`config.mk`:
```
export PLATFORM = sky130hd
export DESIGN_NAME = mips_avalon_master
export DESIGN_NICKNAME = d
export VERILOG_FILES = /design/src/rtl/mips_avalon_master.sv
export SDC_FILE = /design/constraint.sdc
export NUM_CORES = 1
export LEC_CHECK = 0
export CORE_MARGIN = 8
export CORE_UTILIZATION = 40
export DETAILED_ROUTE_END_ITERATION = 7
export PLACE_DENSITY = 0.73
export SYNTH_ARGS = -nofsm -noshare
export SYNTH_HDL_FRONTEND = slang
export SYNTH_SLANG_ARGS = --single-unit
export TNS_END_PERCENT = 100
```
`constraint.sdc`:
```
create_clock -name clk -period 3.4 [get_ports clk]
set_clock_uncertainty 0.15 [all_clocks]
set_input_delay 1.02 -clock clk [delete_from_list [all_inputs] [get_ports clk]]
set_output_delay 1.02 -clock clk [all_outputs]
set_load 0.05 [all_outputs]
```
`src/rtl/mips_avalon_master.sv`:
```
// mips_avalon_master
//   Bridges the MIPS load/store port onto an Avalon-MM master. One request
//   is in flight at a time. Byte/half/word requests become a single aligned
//   word access with byteenable; load results are lane-extracted and sign-
//   or zero-extended. Misaligned requests and waitrequest timeouts come back
//   to the CPU as cpu_err alongside the cpu_done pulse.
//
// Ports
//   clk, rst          clock, synchronous active-high reset
//   cpu_req .. cpu_wdata   CPU request (sampled only in IDLE)
//   cpu_stall         combinational cpu_req & ~cpu_done
//   cpu_done/err/rdata     registered one-cycle response
//   avm_*             Avalon-MM master (registered outputs)
//
// Parameter
//   TIMEOUT_CYCLES    waitrequest-high cycles tolerated; 0 = never time out

module mips_avalon_master #(
    parameter int TIMEOUT_CYCLES = 1024
) (
    input  logic        clk,
    input  logic        rst,
    input  logic        cpu_req,
    input  logic        cpu_we,
    input  logic [31:0] cpu_addr,
    input  logic [1:0]  cpu_size,
    input  logic        cpu_signed,
    input  logic [31:0] cpu_wdata,
    output logic        cpu_stall,
    output logic        cpu_done,
    output logic        cpu_err,
    output logic [31:0] cpu_rdata,
    output logic [31:0] avm_address,
    output logic        avm_read,
    output logic        avm_write,
    output logic [31:0] avm_writedata,
    output logic [3:0]  avm_byteenable,
    input  logic        avm_waitrequest,
    input  logic [31:0] avm_readdata
);

    localparam logic [1:0] S_IDLE   = 2'd0;
    localparam logic [1:0] S_ACCESS = 2'd1;
    localparam logic [1:0] S_RESP   = 2'd2;

    // Counter just wide enough to hold TIMEOUT_CYCLES.
    localparam int CW = (TIMEOUT_CYCLES < 2) ? 1 : $clog2(TIMEOUT_CYCLES + 1);
    localparam logic [CW-1:0] TO_VAL = CW'(TIMEOUT_CYCLES);

    // Fields of the accepted request still needed when read data returns.
    typedef struct packed {
        logic       we;
        logic [1:0] off;
        logic [1:0] size;
        logic       sgn;
    } req_t;

    logic [1:0]    state;
    req_t          req_q;
    logic [CW-1:0] cnt;
    logic [CW-1:0] cnt_nxt;
    logic          timeout;

    logic          misaligned;
    logic [3:0]    be_n;
    logic [31:0]   wd_n;
    logic [31:0]   lane_w;
    logic [31:0]   rd_n;

    assign cpu_stall = cpu_req & ~cpu_done;

    // Request decode: alignment check, byte lanes and lane-replicated data.
    always_comb begin
        misaligned = 1'b0;
        be_n       = 4'b0000;
        wd_n       = 32'd0;
        case (cpu_size)
            2'b00: begin
                be_n = 4'b0001 << cpu_addr[1:0];
                wd_n = {4{cpu_wdata[7:0]}};
            end
            2'b01: begin
                misaligned = cpu_addr[0];
                be_n       = cpu_addr[1] ? 4'b1100 : 4'b0011;
                wd_n       = {2{cpu_wdata[15:0]}};
            end
            2'b10: begin
                misaligned = |cpu_addr[1:0];
                be_n       = 4'b1111;
                wd_n       = cpu_wdata;
            end
            default: misaligned = 1'b1;
        endcase
    end

    // Load return: shift the addressed lane down to bit 0, then extend.
    always_comb begin
        lane_w = avm_readdata >> {req_q.off, 3'b000};
        case (req_q.size)
            2'b00:   rd_n = req_q.sgn ? {{24{lane_w[7]}},  lane_w[7:0]}
                                      : {24'd0, lane_w[7:0]};
            2'b01:   rd_n = req_q.sgn ? {{16{lane_w[15]}}, lane_w[15:0]}
                                      : {16'd0, lane_w[15:0]};
            default: rd_n = avm_readdata;
        endcase
    end

    assign cnt_nxt = cnt + 1'b1;
    assign timeout = (TIMEOUT_CYCLES != 0) && (cnt_nxt == TO_VAL);

    always_ff @(posedge clk) begin
        if (rst) begin
            state          <= S_IDLE;
            req_q          <= '0;
            cnt            <= '0;
            cpu_done       <= 1'b0;
            cpu_err        <= 1'b0;
            cpu_rdata      <= 32'd0;
            avm_address    <= 32'd0;
            avm_read       <= 1'b0;
            avm_write      <= 1'b0;
            avm_writedata  <= 32'd0;
            avm_byteenable <= 4'd0;
        end else begin
            case (state)
                S_IDLE: begin
                    cpu_done <= 1'b0;
                    cpu_err  <= 1'b0;
                    if (cpu_req) begin
                        if (misaligned) begin
                            // Rejected without touching the bus.
                            cpu_done  <= 1'b1;
                            cpu_err   <= 1'b1;
                            cpu_rdata <= 32'd0;
                            state     <= S_RESP;
                        end else begin
                            req_q.we       <= cpu_we;
                            req_q.off      <= cpu_addr[1:0];
                            req_q.size     <= cpu_size;
                            req_q.sgn      <= cpu_signed;
                            avm_address    <= {cpu_addr[31:2], 2'b00};
                            avm_byteenable <= be_n;
                            avm_writedata  <= cpu_we ? wd_n : 32'd0;
                            avm_read       <= ~cpu_we;
                            avm_write      <= cpu_we;
                            cnt            <= '0;
                            state          <= S_ACCESS;
                        end
                    end
                end

                S_ACCESS: begin
                    // avm_* stay untouched here until the access ends.
                    if (!avm_waitrequest) begin
                        avm_read  <= 1'b0;
                        avm_write <= 1'b0;
                        cnt       <= '0;
                        cpu_done  <= 1'b1;
                        cpu_err   <= 1'b0;
                        cpu_rdata <= req_q.we ? 32'd0 : rd_n;
                        state     <= S_RESP;
                    end else if (timeout) begin
                        avm_read  <= 1'b0;
                        avm_write <= 1'b0;
                        cnt       <= '0;
                        cpu_done  <= 1'b1;
                        cpu_err   <= 1'b1;
                        cpu_rdata <= 32'd0;
                        state     <= S_RESP;
                    end else begin
                        cnt <= cnt_nxt;
                    end
                end

                S_RESP: begin
                    // Response is presented for exactly this one cycle.
                    cpu_done <= 1'b0;
                    cpu_err  <= 1'b0;
                    state    <= S_IDLE;
                end

                default: state <= S_IDLE;
            endcase
        end
    end

endmodule

```
Run 1, routed metal, one colour a layer:
Scale bar: 50 um.
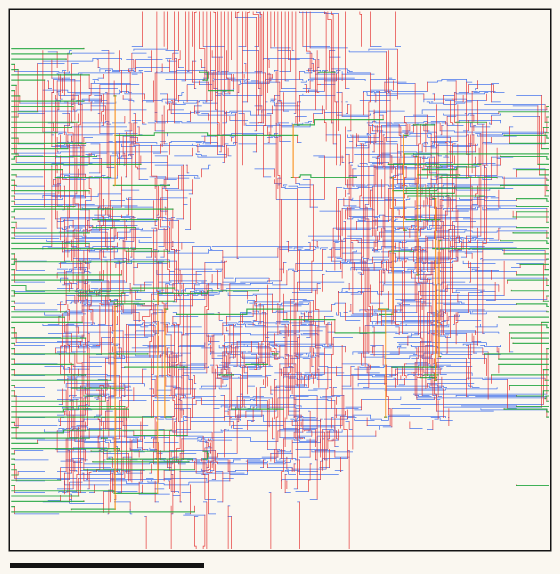
Key: met3 = green [wire length 2250 um]; met2 = red [wire length 8820 um]; met1 = blue [wire length 8910 um]; met4 = orange [wire length 366 um]

Run 1, gate-type map:
Scale bar: 50 um.
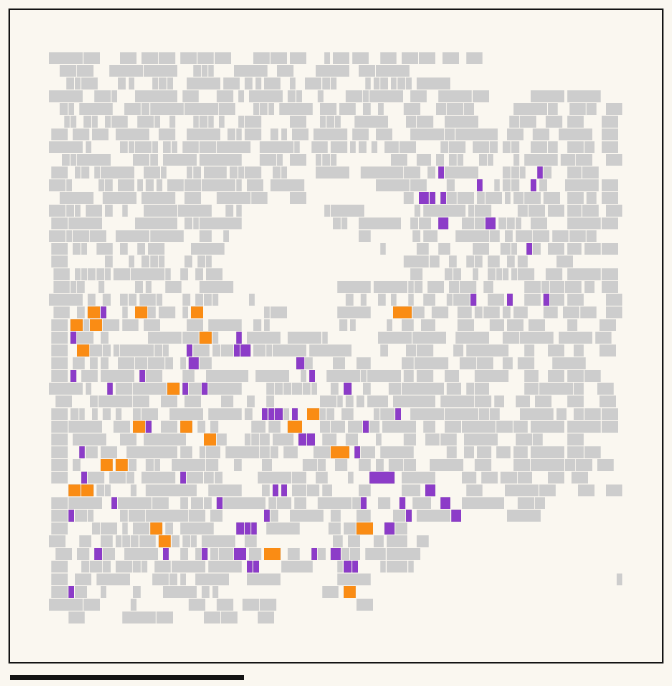
Key: NOR gates = purple [cells 69]; AND-OR and OR-AND gates = orange [cells 24]

Run 1, local utilization:
The die is cut into 14 by 14 equal tiles; dark blue is low, red is high, 0 to 100% covered.
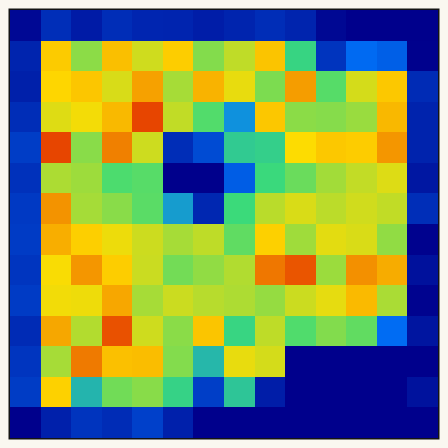
19% of the tiles are over 75% full. 14% of the tiles are nearly empty. The fullest tile reaches 92%. The mean over all tiles is 45%. The emptiest ninth of the die: lower right.

Run 1, clock distribution:
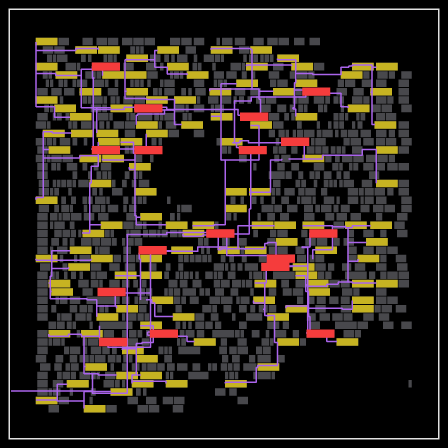
Key: clock wires = purple [length 1770 um]; cells driving clock nets = red [count 17]; flip-flops = yellow [count 121]
There are 18 routed clock nets. Position of the flops: spread over the die.

==> run summary, run 1 <==
yosys + openroad results -> simple-gate share of the synthesized area 21.84%, Max Cap Violations 0, outcome completed, ant diodes 0, main logic family after synthesis simple AND/OR/NAND/NOR gates, Rows 45, Final Cell Area 8967 sq um, Sink Count 121, Initial DRC Count 432, yosys cell count 764, library cells used by synthesis 57, FILL cells 1369, I/O pin total 209, cell taking the most area after synthesis dfxtp_1, Hold Slack 299.2 ps, Final Hold Fails 0, area occupied by multi-input gates 3337 sq um, worst hold path depth 2, reg2reg setup slack 270 ps, Chip Area, Yosys 6101 sq um, Latency at later pin 420 ps, P_int 2.889 mW, Worst VDD drop 0.3224 mV, P_sw 1.171 mW, antenna violations before repair 0, Final Util 59.65%, Min-Delay Path Class reg -> reg, Seq pwr share 36.8%, Die Y-Extent 139.5 um, Post-Syn Area per Cell 7.985 sq um, CTS root buf clkbuf_16, P_leak 3.189 nW, DP Area 8379 sq um, reg2reg start cnt[0]$_SDFFE_PP0P_, Buffers on Ports 206, pwr dens 452.8 nW/um^2, chip area 19460 sq um, Clock power frac 44.1%, CTS tree yes, drt total wl 20.35 mm, Post-synth seq share 39.70%, Clock Tree Buf Depth 2, top cells by area dfxtp_1, mux2i_1, nand2_1, a21oi_1, nand2b_1, Post-route DRC 0, Total GRT Usage 20.69%, final setup fails 0, CTS Hold Bufs 0, drt first pass iters 5, Reg clk slew, reported paths 60 ps, actual slew at the worst max-slew pin 790.2 ps, number of CTS-inserted buffers 17, grt ovf 0, post-layout period usage 92.82%, critical path class in -> out, area delta synth->final 46.99%, cts repair resizes 0, worst setup path start cpu_req, Rel. slew slack 47.25%, commonest cells in the netlist nand2_1, dfxtp_1, a21oi_1, mux2i_1, clkbuf_1, vias in the first global route 6009, CTS H-tree lvls 4, HPWL Detailed 14.55 mm
==> run 1: sequential cells by signal (all words and copies together), names as in the netlist <==
name / count
state: 2
cpu_rdata: 32
avm_address: 30
cpu_err: 1
cpu_done: 1
avm_read: 1
avm_write: 1
avm_byteenable: 4
cnt: 11
req_q: 6
avm_writedata: 32
==> run 1: critical path, cell delays in order <==
cell	delay, ps
clkdlybuf4s50_1	530
nor2b_1	260
buf_12	180
==> run 1: final timing paths <==
check	end
min	avm_byteenable[3]$_SDFFE_PP0P_
max	cpu_stall
max reg2reg	cpu_rdata[30]$_SDFFE_PP0P_
min reg2reg	avm_byteenable[3]$_SDFFE_PP0P_
==> run 1: placed cells by master, fill, tap and decap left out, types with 10 or more instances in the layout <==
cell,count
nor2b_1,10
clkdlybuf4s50_1,204
clkbuf_16,17
a21o_1,17
o21ai_0,33
a22oi_1,10
nand2b_1,37
nor2_1,49
nand3_1,28
dfxtp_1,121
inv_1,11
a21oi_1,92
nand2_1,132
buf_4,29
mux2i_1,55
o221ai_1,24
==> run 1: metal layers <==
metal / GRT usage (%) / up-vias / wire, um
met1: 25.75 / 2900 / 8910
met2: 31.18 / 268 / 8815
met3: 9.166 / 27 / 2253
met4: 7.048 / 0 / 365
met5: 0 / - / 0
li1: - / 3038 / -
==> run 1: logic make-up after synthesis <==
family                     Yosys count
and+or+nand+nor                    288
AOI/OAI and AO/OA                  209
DFF                                121
buffers and inverters               80
muxes                               57
adders and majority gates            4
xor gates and xnor gates             4
other                                1
==> run 1: cell type report <==
class                           instances  share of cell area (%)
Clock buffer                           18                   4.897
Tap cell                              188                   2.623
Clock inverter                         14                   1.660
Timing Repair Buffer                  237                   26.09
Sequential cell                       121                   27.01
Multi-Input combinational cell        564                   37.21
Inverter                               12                  0.5023
==> run 1: power by group through the flow <==
stage	Sequential, mW	Combinational [mW]	Clock (mW)
floorplan	1.65	0.327	0
global placement	1.52	0.771	0
detailed placement	1.53	0.772	0
CTS	1.50	0.775	1.82
global route	1.50	0.828	1.89
finish	1.50	0.773	1.79
==> run 1: stage by stage <==
step	cells	worst slack [ps]	power, mW
detailed placement	1122	74.56	2.298
global placement	1122	120.3	2.294
floorplan	765	502.6	1.976
finish	1154	244.0	4.060
global route	1154	67.07	4.217
CTS	1154	227.1	4.094
==> inputs of run 2 (changes only) <==
SLEW_MARGIN = 0   (was unset)
Run 2, routed metal, one colour a layer:
Scale bar: 50 um.
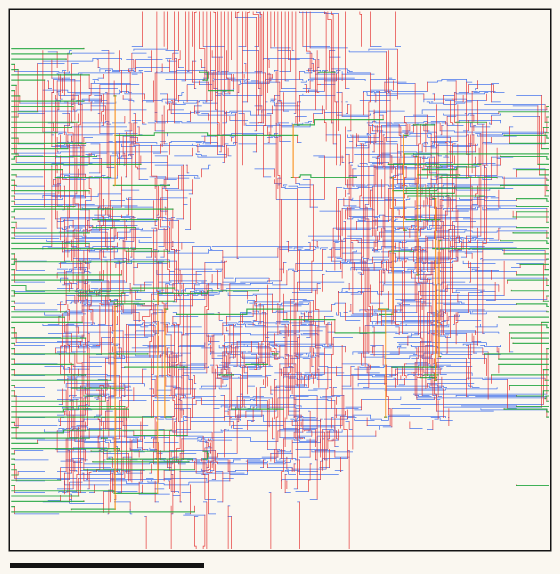
Key: met4 = orange [wire length 366 um]; met2 = red [wire length 8820 um]; met3 = green [wire length 2250 um]; met1 = blue [wire length 8910 um]

==> run 2 against run 1 <==
  * Critical path depth unchanged
  * Sequential cell count did not move
  * Core utilization unchanged
  * Critical endpoint unchanged
  * Largest power group unchanged
  * Highest routed layer unchanged
==> run summary, run 2 <==
yosys + openroad results -> antenna viol nets, final 0, I/O pin total 209 (unchanged), library cells used by synthesis 57 (unchanged), Min-Delay Path Class reg -> reg, final setup fails 0 (unchanged), pwr dens 452.8 nW/um^2 (unchanged), chip area 19460 sq um (unchanged), total tool warning count 28, Largest regs avm_writedata: 32 flops, cpu_rdata: 32 flops, avm_address: 30 flops, Final Cell Area 8967 sq um (unchanged), P_leak 3.189 nW (unchanged), actual slew at the worst max-slew pin 790.2 ps (unchanged), setup total negative slack 0 ps, Sink Count 121 (unchanged), Max Slew Vio Count 0, Worst VDD drop 0.3224 mV (unchanged), Max Cap Violations 0 (unchanged), Buffers on Ports 206 (unchanged), yosys cell count 764 (unchanged), most numerous logic cells after layout clkdlybuf4s50_1, nand2_1, dfxtp_1, critical path class in -> out, Worst setup EP type primary output, CTS root buf clkbuf_16, FFs w/ async S/R, synth 0%, Final Hold Fails 0 (unchanged), CTS H-tree lvls 4 (unchanged), drt total wl 20.35 mm (unchanged), Reg clk slew, reported paths 60 ps (about the same), share of layout cells above drive strength 1 8.799%, CTS Hold Bufs 0 (unchanged), commonest cells in the netlist nand2_1, dfxtp_1, a21oi_1, mux2i_1, clkbuf_1, routed len/inst 17.63 um, cts repair resizes 0 (unchanged), CP Data Required Time 2230 ps, top cells by area dfxtp_1, mux2i_1, nand2_1, a21oi_1, nand2b_1, crit path launch type primary input, Post-route DRC 0 (unchanged), HPWL Detailed 14.55 mm (unchanged), area occupied by multi-input gates 3337 sq um (unchanged), outcome completed, cell taking the most area after synthesis dfxtp_1, core box area 15030 sq um, number of CTS-inserted buffers 17 (unchanged), worst hold path depth 2 (unchanged), Initial DRC Count 432 (unchanged), Clock Tree Buf Depth 2 (unchanged), Die Y-Extent 139.5 um (unchanged), ant diodes 0 (unchanged), Rel. slew slack 47.25% (unchanged), top cell type's share of synthesized area 39.70%, Post-synth seq share 39.70% (unchanged), CTS tree yes, area delta synth->final 46.99% (unchanged), post-layout period usage 92.82% (unchanged), grt ovf 0 (unchanged), Chip Area, Yosys 6101 sq um (unchanged), FP Core Util 40.58%, Rows 45 (unchanged), DP Area 8379 sq um (unchanged), die width 139.5 um, antenna violations before repair 0 (unchanged), FILL cells 1369 (unchanged), RSZ-0062 raised after global routing false, vias in the first global route 6009 (unchanged), Total GRT Usage 20.69% (unchanged), drt first pass iters 5 (unchanged), Synthesized registers 121, Latency at later pin 420 ps (about the same), postcts setup bufs 0, Post-Syn Area per Cell 7.985 sq um (unchanged), most frequent logic cell in the layout clkdlybuf4s50_1
-- run 2: critical path, cell delays in order --
cell and delay (ps):
clkdlybuf4s50_1 530, nor2b_1 260, buf_12 180
-- run 2: metrics by stage --
| stage | utilization, % | power, mW | std cells | setup slack, ps | hold slack [ps] |
|---|---|---|---|---|---|
| global route | 59.65 | 4.217 | 1154 | 67.07 | 325.1 |
| finish | 59.65 | 4.060 | 1154 | 244.0 | 299.2 |
| global placement | 55.74 | 2.294 | 1122 | 120.3 | 288.4 |
| floorplan | - | 1.976 | 765 | 502.6 | 286.3 |
| detailed placement | 55.74 | 2.298 | 1122 | 74.56 | 294.9 |
| CTS | 59.65 | 4.094 | 1154 | 227.1 | 303.8 |
-- run 2: final timing paths --
kind,startpoint,end,slack [ps]
max,cpu_req,cpu_stall,240
min,avm_byteenable[3]$_SDFFE_PP0P_,avm_byteenable[3]$_SDFFE_PP0P_,300
max reg2reg,cnt[0]$_SDFFE_PP0P_,cpu_rdata[30]$_SDFFE_PP0P_,270
min reg2reg,avm_byteenable[3]$_SDFFE_PP0P_,avm_byteenable[3]$_SDFFE_PP0P_,300
-- run 2: layout make-up --
type | count | area share (%)
multi-input cells | 564 | 37.21
flip-flops and latches | 121 | 27.01
repair buffers | 237 | 26.09
clock buffers | 18 | 4.897
well taps | 188 | 2.623
clock inverters | 14 | 1.660
inverters | 12 | 0.5023
-- run 2: per-layer routing --
metal	global-route usage [%]	wire length, um	share of wire (%)
met1	25.75	8910	44
met2	31.18	8815	43
met3	9.166	2253	11
met4	7.048	365	1.8
met5	0	0	0
-- run 2: where the power goes --
group          switching (mW)  total, mW  internal (mW)
logic                   0.447      0.773          0.326
registers              0.0317       1.50           1.46
clock network           0.693       1.79           1.10
total                    1.17       4.06           2.89
-- run 2: logic make-up after synthesis --
family / synth area share, %
adders and majority gates: 0.8204
and+or+nand+nor: 21.84
muxes: 9.393
DFF: 39.70
buffers and inverters: 6.029
AOI/OAI and AO/OA: 21.57
xor gates and xnor gates: 0.5743
other: 0.06147
No activity file was given, so power comes from the tool's default toggle rates.
